==> config.mk <==
export PLATFORM = sky130hd
export DESIGN_NAME = operand_select_control
export DESIGN_NICKNAME = d
export VERILOG_FILES = /design/src/rtl/opsel_pkg.sv /design/src/rtl/opsel_hazard_detect.sv /design/src/rtl/operand_select_control.sv
export SDC_FILE = /design/constraint.sdc
export NUM_CORES = 1
export LEC_CHECK = 0
export ABC_AREA = 1
export CAP_MARGIN = 20
export CORE_MARGIN = 4
export CORE_UTILIZATION = 35
export DETAILED_ROUTE_END_ITERATION = 8
export GPL_TIMING_DRIVEN = 0
export PLACE_DENSITY = 0.73
export RECOVER_POWER = 25
export SLEW_MARGIN = 20
export SYNTH_ARGS = -nofsm -noshare
export SYNTH_HDL_FRONTEND = slang
export SYNTH_SLANG_ARGS = --single-unit
==> constraint.sdc <==
create_clock -name clk -period 1.53 [get_ports clk]
set_clock_uncertainty 0.2 [all_clocks]
set_input_delay 0.459 -clock clk [delete_from_list [all_inputs] [get_ports clk]]
set_output_delay 0.459 -clock clk [all_outputs]
set_load 0.01 [all_outputs]
==> src/rtl/opsel_pkg.sv <==
// Shared encodings for the ID->EX operand-select control slice:
// operand-2 source codes, forwarding select codes and the issue FSM states.
package opsel_pkg;

   localparam int REG_ADDR_W = 5;

   typedef enum logic [1:0] {
      OP2_REG  = 2'b00,
      OP2_IMM  = 2'b01,
      OP2_ONE  = 2'b10,
      OP2_ZERO = 2'b11
   } op2_sel_e;

   // 2'b11 is reserved and never produced
   typedef enum logic [1:0] {
      FWD_RF  = 2'b00,
      FWD_WB  = 2'b01,
      FWD_MEM = 2'b10
   } fwd_e;

   typedef enum logic {
      ST_RUN    = 1'b0,
      ST_BUBBLE = 1'b1
   } state_e;

endpackage

==> src/rtl/opsel_hazard_detect.sv <==
// Combinational load-use hazard detection and forwarding-select computation
// for the instruction currently sitting in ID.
module opsel_hazard_detect #(
   parameter int REG_ADDR_W = opsel_pkg::REG_ADDR_W
) (
   input  logic                  idValid,
   input  logic [REG_ADDR_W-1:0] idRs1,
   input  logic [REG_ADDR_W-1:0] idRs2,
   input  logic [1:0]            idOp2Class,
   input  logic                  exValid,
   input  logic [REG_ADDR_W-1:0] exRd,
   input  logic                  exRegWrite,
   input  logic                  exMemRead,
   input  logic [REG_ADDR_W-1:0] memRd,
   input  logic                  memRegWrite,
   output logic                  hazard,
   output opsel_pkg::fwd_e       fwdA,
   output opsel_pkg::fwd_e       fwdB
);
   import opsel_pkg::*;

   logic exWrites;
   logic memWrites;
   logic usesRs2;

   assign exWrites  = exValid & exRegWrite & (exRd != '0);
   assign memWrites = memRegWrite & (memRd != '0);
   assign usesRs2   = (idOp2Class == OP2_REG);

   // The EX occupant moves to EX/MEM next cycle, so it wins over the MEM occupant
   function automatic fwd_e pickFwd(input logic [REG_ADDR_W-1:0] rs,
                                    input logic exW, input logic [REG_ADDR_W-1:0] exR,
                                    input logic memW, input logic [REG_ADDR_W-1:0] memR);
      fwd_e sel;
      sel = FWD_RF;
      if (exW && (exR == rs)) begin
         sel = FWD_MEM;
      end else if (memW && (memR == rs)) begin
         sel = FWD_WB;
      end
      return sel;
   endfunction

   assign hazard = idValid & exValid & exMemRead & (exRd != '0) &
                   ((exRd == idRs1) | (usesRs2 & (exRd == idRs2)));

   always_comb begin
      fwdA = pickFwd(idRs1, exWrites, exRd, memWrites, memRd);
      fwdB = FWD_RF;
      if (usesRs2) begin
         fwdB = pickFwd(idRs2, exWrites, exRd, memWrites, memRd);
      end
   end

endmodule

==> src/rtl/operand_select_control.sv <==
// ID->EX control register: operand-2 select, forwarding selects and load-use bubble insertion.
// Defining OPSEL_PERF_CNT_EN adds the stallCount output counting hazard stall cycles.
module operand_select_control #(
   parameter int REG_ADDR_W = opsel_pkg::REG_ADDR_W,
   parameter int CNT_W      = 32
) (
   input  logic                  clk,
   input  logic                  rstN,
   input  logic                  idValid,
   input  logic [REG_ADDR_W-1:0] idRs1,
   input  logic [REG_ADDR_W-1:0] idRs2,
   input  logic [REG_ADDR_W-1:0] idRd,
   input  logic                  idRegWrite,
   input  logic                  idMemRead,
   input  logic [1:0]            idOp2Class,
   input  logic [REG_ADDR_W-1:0] memRd,
   input  logic [REG_ADDR_W-1:0] wbRd,
   input  logic                  memRegWrite,
   input  logic                  wbRegWrite,
   input  logic                  exStall,
   input  logic                  flushEx,
   output logic                  stallId,
   output logic                  exValid,
   output logic [1:0]            exInput2Select,
   output logic [1:0]            exForwardA,
   output logic [1:0]            exForwardB,
   output logic [REG_ADDR_W-1:0] exRd,
   output logic                  exRegWrite,
   output logic                  exMemRead
`ifdef OPSEL_PERF_CNT_EN
   ,
   output logic [CNT_W-1:0]      stallCount
`endif
);
   import opsel_pkg::*;

   state_e                stateQ, stateD;
   logic                  exValidQ, exValidD;
   logic [1:0]            exOp2Q, exOp2D;
   fwd_e                  exFwdAQ, exFwdAD;
   fwd_e                  exFwdBQ, exFwdBD;
   logic [REG_ADDR_W-1:0] exRdQ, exRdD;
   logic                  exRegWriteQ, exRegWriteD;
   logic                  exMemReadQ, exMemReadD;

   logic hazard;
   logic hazardStall;
   fwd_e fwdA;
   fwd_e fwdB;

   // WB results reach ID through regfile write-before-read, so WB never forwards
   logic unusedWb;
   assign unusedWb = ^{wbRd, wbRegWrite};

   opsel_hazard_detect #(.REG_ADDR_W(REG_ADDR_W)) uHazard (
      .idValid    (idValid),
      .idRs1      (idRs1),
      .idRs2      (idRs2),
      .idOp2Class (idOp2Class),
      .exValid    (exValidQ),
      .exRd       (exRdQ),
      .exRegWrite (exRegWriteQ),
      .exMemRead  (exMemReadQ),
      .memRd      (memRd),
      .memRegWrite(memRegWrite),
      .hazard     (hazard),
      .fwdA       (fwdA),
      .fwdB       (fwdB)
   );

   assign hazardStall = ~flushEx & ~exStall & (stateQ == ST_RUN) & hazard;
   assign stallId     = ~flushEx & (exStall | ((stateQ == ST_RUN) & hazard));

   always_comb begin
      stateD      = stateQ;
      exValidD    = exValidQ;
      exOp2D      = exOp2Q;
      exFwdAD     = exFwdAQ;
      exFwdBD     = exFwdBQ;
      exRdD       = exRdQ;
      exRegWriteD = exRegWriteQ;
      exMemReadD  = exMemReadQ;
      if (flushEx || hazardStall || (!exStall && !idValid)) begin
         stateD      = hazardStall ? ST_BUBBLE : ST_RUN;
         exValidD    = 1'b0;
         exOp2D      = OP2_REG;
         exFwdAD     = FWD_RF;
         exFwdBD     = FWD_RF;
         exRdD       = '0;
         exRegWriteD = 1'b0;
         exMemReadD  = 1'b0;
      end else if (!exStall) begin
         // Normal issue; after a bubble the load has moved to MEM and forwards from there
         stateD      = ST_RUN;
         exValidD    = 1'b1;
         exOp2D      = idOp2Class;
         exFwdAD     = fwdA;
         exFwdBD     = fwdB;
         exRdD       = idRd;
         exRegWriteD = idRegWrite;
         exMemReadD  = idMemRead;
      end
   end

   always_ff @(posedge clk) begin
      if (!rstN) begin
         stateQ      <= ST_RUN;
         exValidQ    <= 1'b0;
         exOp2Q      <= OP2_REG;
         exFwdAQ     <= FWD_RF;
         exFwdBQ     <= FWD_RF;
         exRdQ       <= '0;
         exRegWriteQ <= 1'b0;
         exMemReadQ  <= 1'b0;
      end else begin
         stateQ      <= stateD;
         exValidQ    <= exValidD;
         exOp2Q      <= exOp2D;
         exFwdAQ     <= exFwdAD;
         exFwdBQ     <= exFwdBD;
         exRdQ       <= exRdD;
         exRegWriteQ <= exRegWriteD;
         exMemReadQ  <= exMemReadD;
      end
   end

   assign exValid        = exValidQ;
   assign exInput2Select = exOp2Q;
   assign exForwardA     = exFwdAQ;
   assign exForwardB     = exFwdBQ;
   assign exRd           = exRdQ;
   assign exRegWrite     = exRegWriteQ;
   assign exMemRead      = exMemReadQ;

`ifdef OPSEL_PERF_CNT_EN
   logic [CNT_W-1:0] stallCntQ, stallCntD;

   always_comb begin
      stallCntD = stallCntQ;
      if (hazardStall) begin
         stallCntD = stallCntQ + CNT_W'(1);
      end
   end

   always_ff @(posedge clk) begin
      if (!rstN) begin
         stallCntQ <= '0;
      end else begin
         stallCntQ <= stallCntD;
      end
   end

   assign stallCount = stallCntQ;
`else
   logic [CNT_W-1:0] unusedCnt;
   assign unusedCnt = '0;
`endif

endmodule

Run 1, gate-type map:
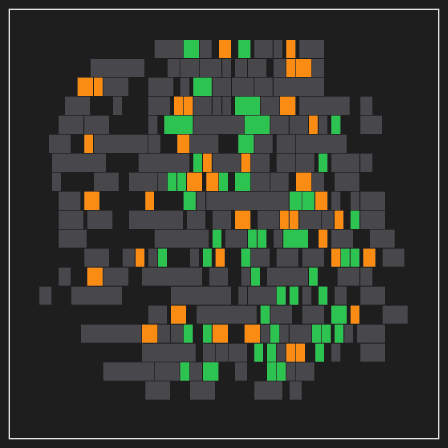
| family | color | cells |
|---|---|---|
| nor cells | orange | 37 |
| nand cells | green | 47 |

Run 1, placement by cell class:
The bar under the picture is 20 µm long.
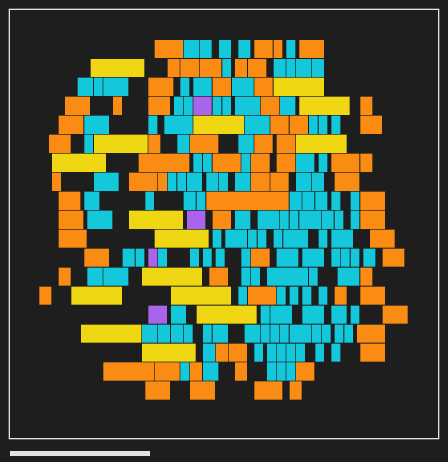
| class | color | cells |
|---|---|---|
| combinational and other logic | cyan | 131 |
| sequential cells | yellow | 15 |
| clock drivers and dummy loads | purple | 4 |
| remaining buffers and delay cells | orange | 70 |

==> results_dict.tcl, run 1 <==
# collected from the flow reports
set metrics [dict create \
    final_hold_viol_count 0 \
    setup_tns_ns -8.26 \
    reg2reg_depth 13 \
    yosys-top-cells-area "dfxtp_1, nand2_1, nor2_1, inv_1, nor2_2" \
    ff_type "dfxtp_1" \
    final_cell_mix "nand2_1, nor2_1, buf_4" \
    fin_ws_ns -0.645 \
    met3_length_um 280 \
    synth_cells 149 \
    worstPathMaxFanout 2 \
    dr_wl_met2_um 1720 \
    post_cts_buffers 19 \
    ys_area_um2 996 \
    fp_util_pct 36.4 \
    yosysUniqueCellTypes 22 \
    ant_nets 0 \
    drcViolationCount 0 \
    run_status "complete, but fails checks" \
    end_kind "primary output" \
    yosys.stat.seqShare_pct 30.2 \
    violations "setup timing" \
    fp_nets 185 \
    drv_cap 0 \
    r2r_start "exRd[4]" \
    syn2layout_area_growth_pct 69.3 \
    setup_violations 18 \
    final_nets 257 \
    wirelength_um 3420 \
    dp_cells 224 \
    place_area_um2 1490 \
    crit_type "primary input to primary output" \
]
Run 1, congestion heat map:
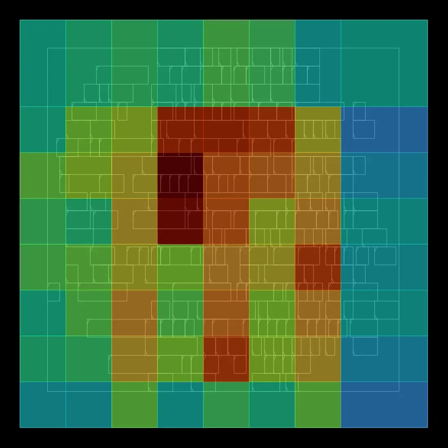
GRT Max-Usage Layer: met2
grt met3 use: 4.82%
wire per inst: 13.6 µm
M2 GR Usage: 33.1%
global-route usage over all layers: 18.7%

run 1: power breakdown:
group          switching, mW  internal, mW  total, mW
Sequential            0.0102         0.396      0.406
Clock                  0.136         0.102      0.237
Combinational          0.133         0.169      0.303
run 1: worst max-delay path: stages:
cell	delay, ns
dlygate4sd2_1	0.28
xnor2_2	0.21
nand4_1	0.14
nand2_2	0.11
nand3_2	0.06
a21oi_2	0.11
buf_2	0.14
run 1: final cells by class:
cell class | instances | area share (%)
Clock buffer | 4 | 1.56
Inverter | 20 | 4.45
Tap cell | 31 | 2.30
Buffer | 3 | 2.08
Timing Repair Buffer | 67 | 34.1
Multi-Input combinational cell | 111 | 36.4
Sequential cell | 15 | 19.1
==> run 1 -> run 2 <==
- CORE_UTILIZATION: 35 -> 36
- SYNTH_HIERARCHICAL: default -> 1
- clock period: 1.53 -> 1.8 ns (I/O delays scaled with it)
Run 2, gate-type map:
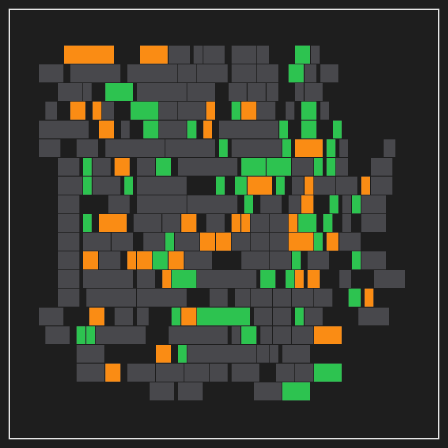
Comb area share: 42.2%
non-filler cells, final: 249
Top cell excl fill/tap: nand2_1

Run 2, register map, names as in the netlist:
The bar under the picture is 20 µm long. Other sequential cells in the stronger gray, the rest of the logic in the fainter gray.
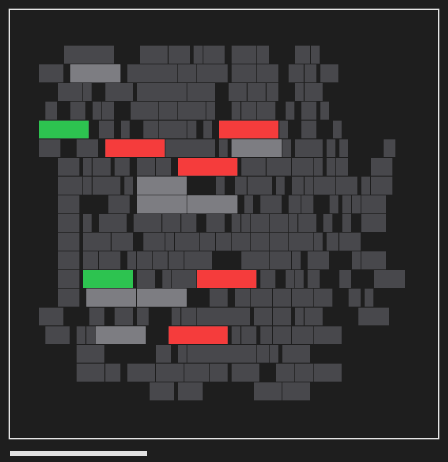
| netlist name | color | placed flops |
|---|---|---|
| exRd | red | 5 |
| exInput2Select | green | 2 |
not colored: 8

==> results_dict.tcl, run 2 <==
# collected from the flow reports
set metrics [dict create \
    end_kind "primary output" \
    cp_cell_sequence "inv_2, nand2_1, nand2_2, nor2_4, nand4_4, a21oi_2, a21oi_2, nor2_2, buf_2" \
    setup_violations 15 \
    slowest_delay_ns 0.38 \
    drcViolationCount 0 \
    wirelength_um 3580 \
    syn2layout_area_growth_pct 77.0 \
    power_leader "registers" \
    power_frac_comb_pct 34.2 \
    r2r_start "exRd[0]" \
    fin_ws_ns -0.543 \
    place_area_um2 1560 \
    run_status "complete, but fails checks" \
    switchingPower_mw 0.249 \
    busiest_layer "met2" \
    final_cell_mix "nand2_1, buf_4, dlygate4sd2_1" \
    gr-usage-met3_pct 4.14 \
    met3_length_um 214 \
    violations "setup timing" \
    crit_top_cell "a21oi_2" \
    ff_type "dfxtp_1" \
    ant_nets 0 \
    reg2reg_depth 14 \
    clk-power_mw 0.190 \
    fp_util_pct 38.1 \
]
Run 2, metal layers overlaid:
The bar under the picture is 20 µm long. Two of the layers only.
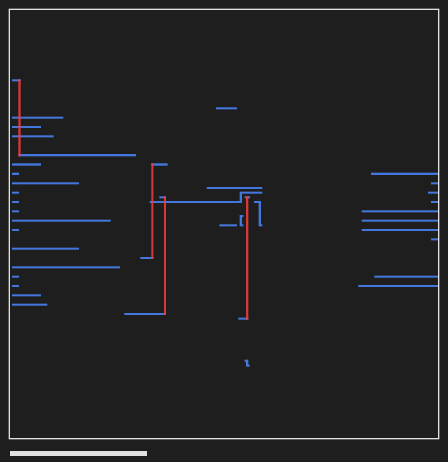
| layer | color | wire length |
|---|---|---|
| metal 4 | red | 59.2 µm |
| metal 3 | blue | 215 µm |

==> run 2: netlist changes by cell type after synthesis, sizes merged, moves of 4 or more <==
cell,before,now
a21boi,0,13
inv,20,14
xnor2,7,2
mux2i,5,0
o21ai,7,3
nand2,35,41
xor2,3,9
==> run 2: repair_timing <==
action	4_1_cts	5_1_grt
endpoints found under the setup margin	30	16
pin swaps	22	14
cloned	1	0
buffers inserted	26	7
resized	84	32
hold endpoints to repair	0	0
==> run 2: final cells by class <==
class / count / area share [%]
buffer: 3 / 2.27
clock buffer: 3 / 1.20
clock inverter: 1 / 0.267
inverter: 14 / 3.34
multi-input combinational: 114 / 42.2
sequential: 15 / 17.0
tap: 31 / 2.07
timing repair buffer: 68 / 31.7
Power figures rest on the tool's default switching activity, not on a simulated workload.
